==> src/rtl/truth_table_sweeper.sv <==
// Truth-table harness for a 3-input gate: walks all eight input rows, samples the
// gate output after a settle delay and compares the assembled word to an expected one.
module truth_table_sweeper #(
    parameter int unsigned SETTLE_CYCLES = 4
) (
    input  logic       clk,
    input  logic       rst,
    input  logic       start,
    input  logic [7:0] expected,
    output logic       in1,
    output logic       in2,
    output logic       in3,
    input  logic       out_sample,
    output logic       busy,
    output logic       done,
    output logic [7:0] table_out,
    output logic       match,
    output logic [7:0] mismatch_mask
);

    typedef enum logic [1:0] {
        IDLE,
        SETTLE,
        SAMPLE,
        DONE
    } state_t;

    // Terminal count of the settle counter: SETTLE occupies cycles 0..SETTLE_CYCLES-1.
    localparam logic [7:0] SETTLE_LAST = 8'(SETTLE_CYCLES - 1);

    state_t     state;
    logic [2:0] row;
    logic [7:0] settle_cnt;
    logic [7:0] capture;
    logic [7:0] expected_q;
    logic [7:0] next_capture;

    // Capture word including the bit sampled this cycle, so results published on
    // entry to DONE already contain row 7.
    // NOTE: the default assignment before the indexed write keeps this purely
    // combinational; without it the tool would infer a latch.
    always_comb begin
        next_capture = capture;
        next_capture[3'd7 - row] = out_sample;
    end

    // NOTE: all state is updated with non-blocking assignments so every register
    // sees values from before the edge, independent of statement order.
    always_ff @(posedge clk) begin
        if (rst) begin
            state         <= IDLE;
            row           <= 3'd0;
            settle_cnt    <= 8'd0;
            capture       <= 8'h00;
            expected_q    <= 8'h00;
            {in1, in2, in3} <= 3'b000;
            busy          <= 1'b0;
            done          <= 1'b0;
            table_out     <= 8'h00;
            match         <= 1'b0;
            mismatch_mask <= 8'h00;
        end else begin
            case (state)
                IDLE: begin
                    {in1, in2, in3} <= 3'b000;
                    busy <= 1'b0;
                    done <= 1'b0;
                    if (start) begin
                        expected_q <= expected;
                        capture    <= 8'h00;
                        row        <= 3'd0;
                        settle_cnt <= 8'd0;
                        busy       <= 1'b1;
                        state      <= SETTLE;
                    end
                end

                SETTLE: begin
                    settle_cnt <= settle_cnt + 8'd1;
                    if (settle_cnt == SETTLE_LAST) begin
                        state <= SAMPLE;
                    end
                end

                SAMPLE: begin
                    capture <= next_capture;
                    if (row == 3'd7) begin
                        table_out     <= next_capture;
                        match         <= (next_capture == expected_q);
                        mismatch_mask <= next_capture ^ expected_q;
                        done          <= 1'b1;
                        state         <= DONE;
                    end else begin
                        row             <= row + 3'd1;
                        {in1, in2, in3} <= row + 3'd1;
                        settle_cnt      <= 8'd0;
                        state           <= SETTLE;
                    end
                end

                DONE: begin
                    done            <= 1'b0;
                    busy            <= 1'b0;
                    {in1, in2, in3} <= 3'b000;
                    state           <= IDLE;
                end

                default: begin
                    state <= IDLE;
                end
            endcase
        end
    end

endmodule

==> config.mk <==
export PLATFORM = sky130hd
export DESIGN_NAME = truth_table_sweeper
export DESIGN_NICKNAME = d
export VERILOG_FILES = /design/src/rtl/truth_table_sweeper.sv
export SDC_FILE = /design/constraint.sdc
export NUM_CORES = 1
export LEC_CHECK = 0
export ABC_AREA = 1
export CAP_MARGIN = 20
export CORE_UTILIZATION = 45
export CTS_CLUSTER_DIAMETER = 60
export DETAILED_ROUTE_END_ITERATION = 12
export PLACE_DENSITY_LB_ADDON = 0.08
export SYNTH_ARGS = -nofsm -noshare
export SYNTH_HDL_FRONTEND = slang
export SYNTH_SLANG_ARGS = --single-unit
==> constraint.sdc <==
create_clock -name clk -period 1.55 [get_ports clk]
set_input_delay 0.31 -clock clk [delete_from_list [all_inputs] [get_ports clk]]
set_output_delay 0.31 -clock clk [all_outputs]
set_load 0.02 [all_outputs]
==> run_1/clocks.png <==
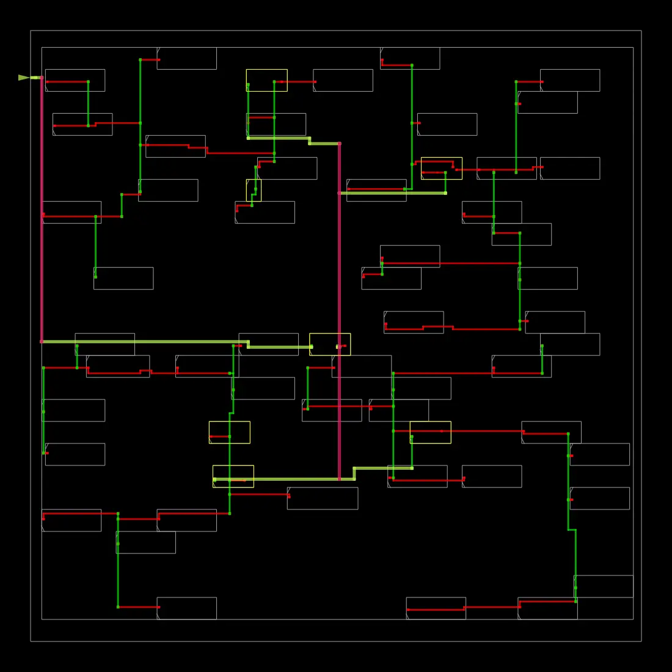
clock-net power: 793 uW
Flops: 51
Worst Skew: 5.044 ps
total CTS buffers: 5
clk_buf instances: 6

==> run_1/flops_by_reg.png <==
Other sequential cells in the stronger grey, the rest of the logic in the fainter grey.
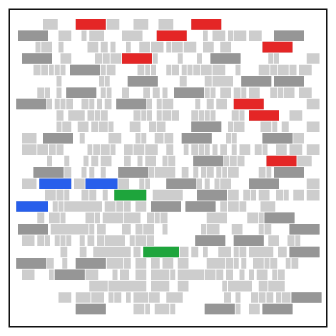
Blue marks row, placed flops 3. Red marks mismatch_mask, placed flops 8. Green marks state, placed flops 2.

==> run_1/wires.png <==
Bar = 20 um.
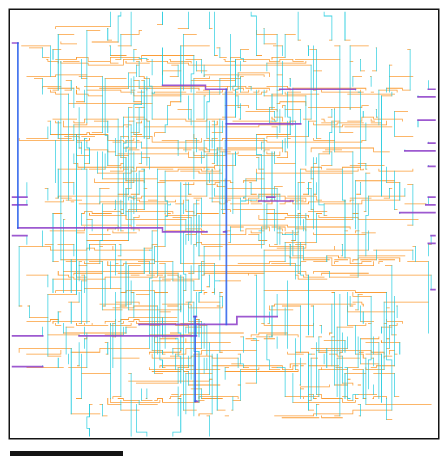
Blue marks metal 4, wire length 89.1 um. Purple marks metal 3, wire length 172 um. Cyan marks metal 2, wire length 2510 um. Orange marks metal 1, wire length 2880 um.

==> run_1/io_placement.png <==
Pins as bars across the die edge, other pins in grey.
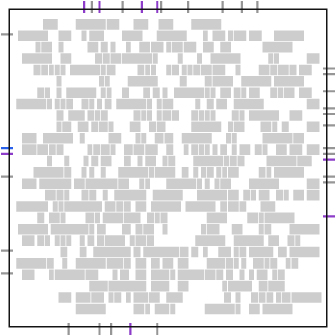
Purple marks expected, pins 8, direction input, edge 4 top, 2 right, 1 bottom, 1 left. Blue marks out_sample, pins 1, direction input, edge left.

==> run summary, run 1 <==
Failing checks - negative setup slack
CTS tree - done
Final WS setup - -8.271 ps
Residual DRC - 0
Area grow syn2layout - 34.52%
Total power - 3645 uW
CP Cell Sequence - ha_4 > ha_4 > nand2_4 > nand3_4 > nor3_4 > nand2_2 > nor2_4 > nand2_1 > nand2_1 > a21oi_1
Floorplan Utilization - 47.02%
Register Area - 1030 um2
Worst vdd ir - 0.6160 mV
Clk tree area frac - 2.677%
Drt pass-1 iters - 4
Antenna violations before repair - 0
Critical path peak fanout - 5
Final ANT Viol Nets - 0
Crit path buffers/inverters - 0
P_leak - 0.001573 uW
Status - finished, violations left
Root buf cell - clkbuf_8
Final Hold Fails - 0
Worst setup path endpoint - settle_cnt[6]
Xor/xnor share of the synthesized area - 0.3601%
Distinct cell type count after synthesis - 28
Tap cells - 70
Non-clock inverters - 46
Req. time, crit path - 1760 ps
Hold Crit Start - in1
R2R setup slack - -8 ps
Yosys warnings - 0
Crit share post-route - 100.5%
Most frequent cells in the layout - 72 x nand2_1, 46 x dfxtp_1, 43 x inv_1
Yosys aoi share - 18.52%
Number of fill cells - 495
# port buffers - 33
Placement row count - 26
DRT iter0 DRCs - 97
Final Setup Violations - 1
run 1: power by group:
part           leakage, uW  switching, uW  internal, uW
sequential        0.000416           91.2          1440
combinational      0.00111            755           566
clock            0.0000470            442           352
total              0.00157           1290          2360
run 1: per-layer routing:
layer	track usage (%)	up-vias	share of wire, %
met2	36.31	33	44
met3	4.894	8	3.0
li1	-	1232	-
met4	8.230	0	1.6
met1	29.60	1051	51
met5	0	-	0
run 1: per-stage QoR:
| stage | std cells | hold slack (ps) | worst slack (ps) |
|---|---|---|---|
| 2_1_floorplan | 335 | 443.7 | 2.908 |
| 3_3_place_gp | 461 | 449.9 | -199.6 |
| 3_5_place_dp | 461 | 455.9 | -267.4 |
| 4_1_cts | 469 | 469.5 | 8.108 |
| 5_1_grt | 471 | 488.4 | -138.2 |
| 6_report | 471 | 468.1 | -8.271 |
==> run 1 -> run 2 <==
GPL_ROUTABILITY_DRIVEN = 1   (was default)
==> run 2 against run 1 <==
  * The run still ends with negative setup slack left
  * Clock-buffer cell count unchanged
  * Synthesized cell count unchanged
  * Core utilization unchanged
  * Wire length unchanged
  * Largest cell class unchanged
  * Fmax unchanged
  * Sequential power about the same
  * Clock power about the same
  * Worst hold slack unchanged
  * Worst setup slack unchanged
==> run summary, run 2 <==
Status - finished, violations left
Failing checks - negative setup slack
Max layer used - met4
Worst vdd ir - 0.6160 mV
Clock share of power - 21.8%
Met1 WL - 2878 um
Xor/xnor share of the synthesized area - 0.3601%
CTS tree - done
Pre-CTS setup slack - -267.4 ps
P_leak - 0.001573 uW
Final Setup Violations - 1
# port buffers - 33
Final WS setup - -8.271 ps
Yosys aoi share - 18.52%
Met1 usage - 29.60%
Crit path buffers/inverters - 0
Worst Skew - 5.044 ps
Hold Crit Start - in1
Comb group - 1320 uW
Placement row count - 26
[run 2: per-stage QoR]
step	total power, uW	area [um2]	hold WS, ps	util (%)
2_1_floorplan	2263	2460	443.7	-
3_3_place_gp	2735	3094	449.9	59.82
3_5_place_dp	2760	3094	455.9	59.82
4_1_cts	3562	3179	469.5	61.47
5_1_grt	3895	3272	488.4	63.26
6_report	3645	3272	468.1	63.26
[run 2: layout make-up]
type	count	area, um2	area share [%]
clock buffers	6	82.58	2.524
well taps	70	87.58	2.677
clock inverters	1	5.005	0.1530
multi-input cells	225	1277	39.04
flip-flops and latches	51	1030	31.47
inverters	46	177.7	5.430
repair buffers	72	611.8	18.70
[run 2: timing repair]
action | in CTS | in global routing
pin swaps | 1 | 5
resized | 26 | 25
gates cloned | 0 | 0
endpoints found under the setup margin | 24 | 35
buffers inserted | 1 | 2
==> run_2/wires.png <==
Bar = 20 um.
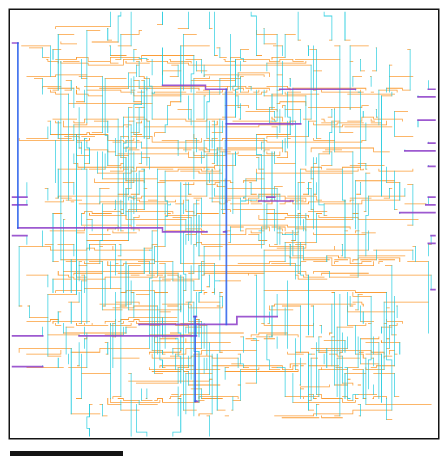
Cyan marks metal 2, wire length 2510 um. Purple marks metal 3, wire length 172 um. Orange marks metal 1, wire length 2880 um. Blue marks metal 4, wire length 89.1 um.

==> run 2 -> run 3 <==
SKIP_LAST_GASP = 1   (was default)
==> run_3/io_placement.png <==
Pins as bars across the die edge, other pins in grey.
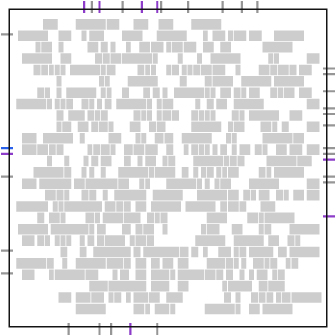
Blue marks out_sample, pins 1, direction input, edge left. Purple marks expected, pins 8, direction input, edge 4 top, 2 right, 1 bottom, 1 left.
All pins by edge: 12 right, 11 top, 6 left, 5 bottom.

==> run 3 against run 2 <==
  * The flow still finishes with violations (negative setup slack)
  * Sequential power barely moved
  * Cell count unchanged
  * Core utilization is the same
  * Worst hold slack unchanged
  * Combinational power about the same
  * Register-to-register slack hardly changed
  * Power hardly changed
  * Worst setup slack stayed put
  * Fmax unchanged
  * Clock skew hardly changed
  * Non-clock buffer count is the same
  * Global-route usage hardly changed
  * Highest routed layer unchanged
==> run summary, run 3 <==
Placed cell areas - 3094 um2
Drt pass-1 iters - 5
Worst Skew - 5.003 ps
Comb group - 1320 uW
Crit path buffers/inverters - 0
CP Cell Sequence - ha_4 > ha_4 > nand2_4 > nand3_4 > nor3_4 > nand2_2 > nor2_4 > nand2_1 > nand2_1 > a21oi_1
Final core occ - 63.26%
DRT iter0 DRCs - 93
# port buffers - 33
Final ANT Viol Nets - 0
Met2 GRT Util - 36.31%
Crit share post-route - 100.5%
Failing checks - negative setup slack
Xor/xnor share of the synthesized area - 0.3601%
CTS tree - done
Final WS setup - -8.271 ps
Status - finished, violations left
Worst setup path endpoint - settle_cnt[6]
Hold Crit Start - in1
Residual DRC - 0
Final Setup Violations - 1
Clock-net power - 793 uW
Int Power - 2357 uW
Yosys warnings - 0
Main power group - sequential cells
Root buf cell - clkbuf_8
P_leak - 0.001573 uW
Placed instance count - 461
Final cell count without fillers - 471
==> run 3: cell counts after synthesis <==
No cell type changed its count.
==> run 3: stage by stage <==
stage,TNS [ps],hold WS (ps)
floorplan,0,443.7
global placement,-1149,449.9
detailed placement,-1956,455.9
CTS,-43.44,469.5
global route,-440.2,488.4
finish,-8.271,468.1
==> run 3: cell type report <==
type                    instances  share of cell area, %
multi-input cells             225                  39.04
flip-flops and latches         51                  31.47
repair buffers                 72                  18.70
inverters                      46                  5.430
well taps                      70                  2.677
clock buffers                   6                  2.524
clock inverters                 1                 0.1530
==> run 3: logic make-up after synthesis <==
group | Yosys count
flip-flops | 51
XOR/XNOR | 1
adder cells (fa/ha/maj) | 8
buffers and inverters | 59
AND-OR/OR-AND | 80
AND/OR/NAND/NOR | 136
No activity file was given, so power comes from the tool's default toggle rates.
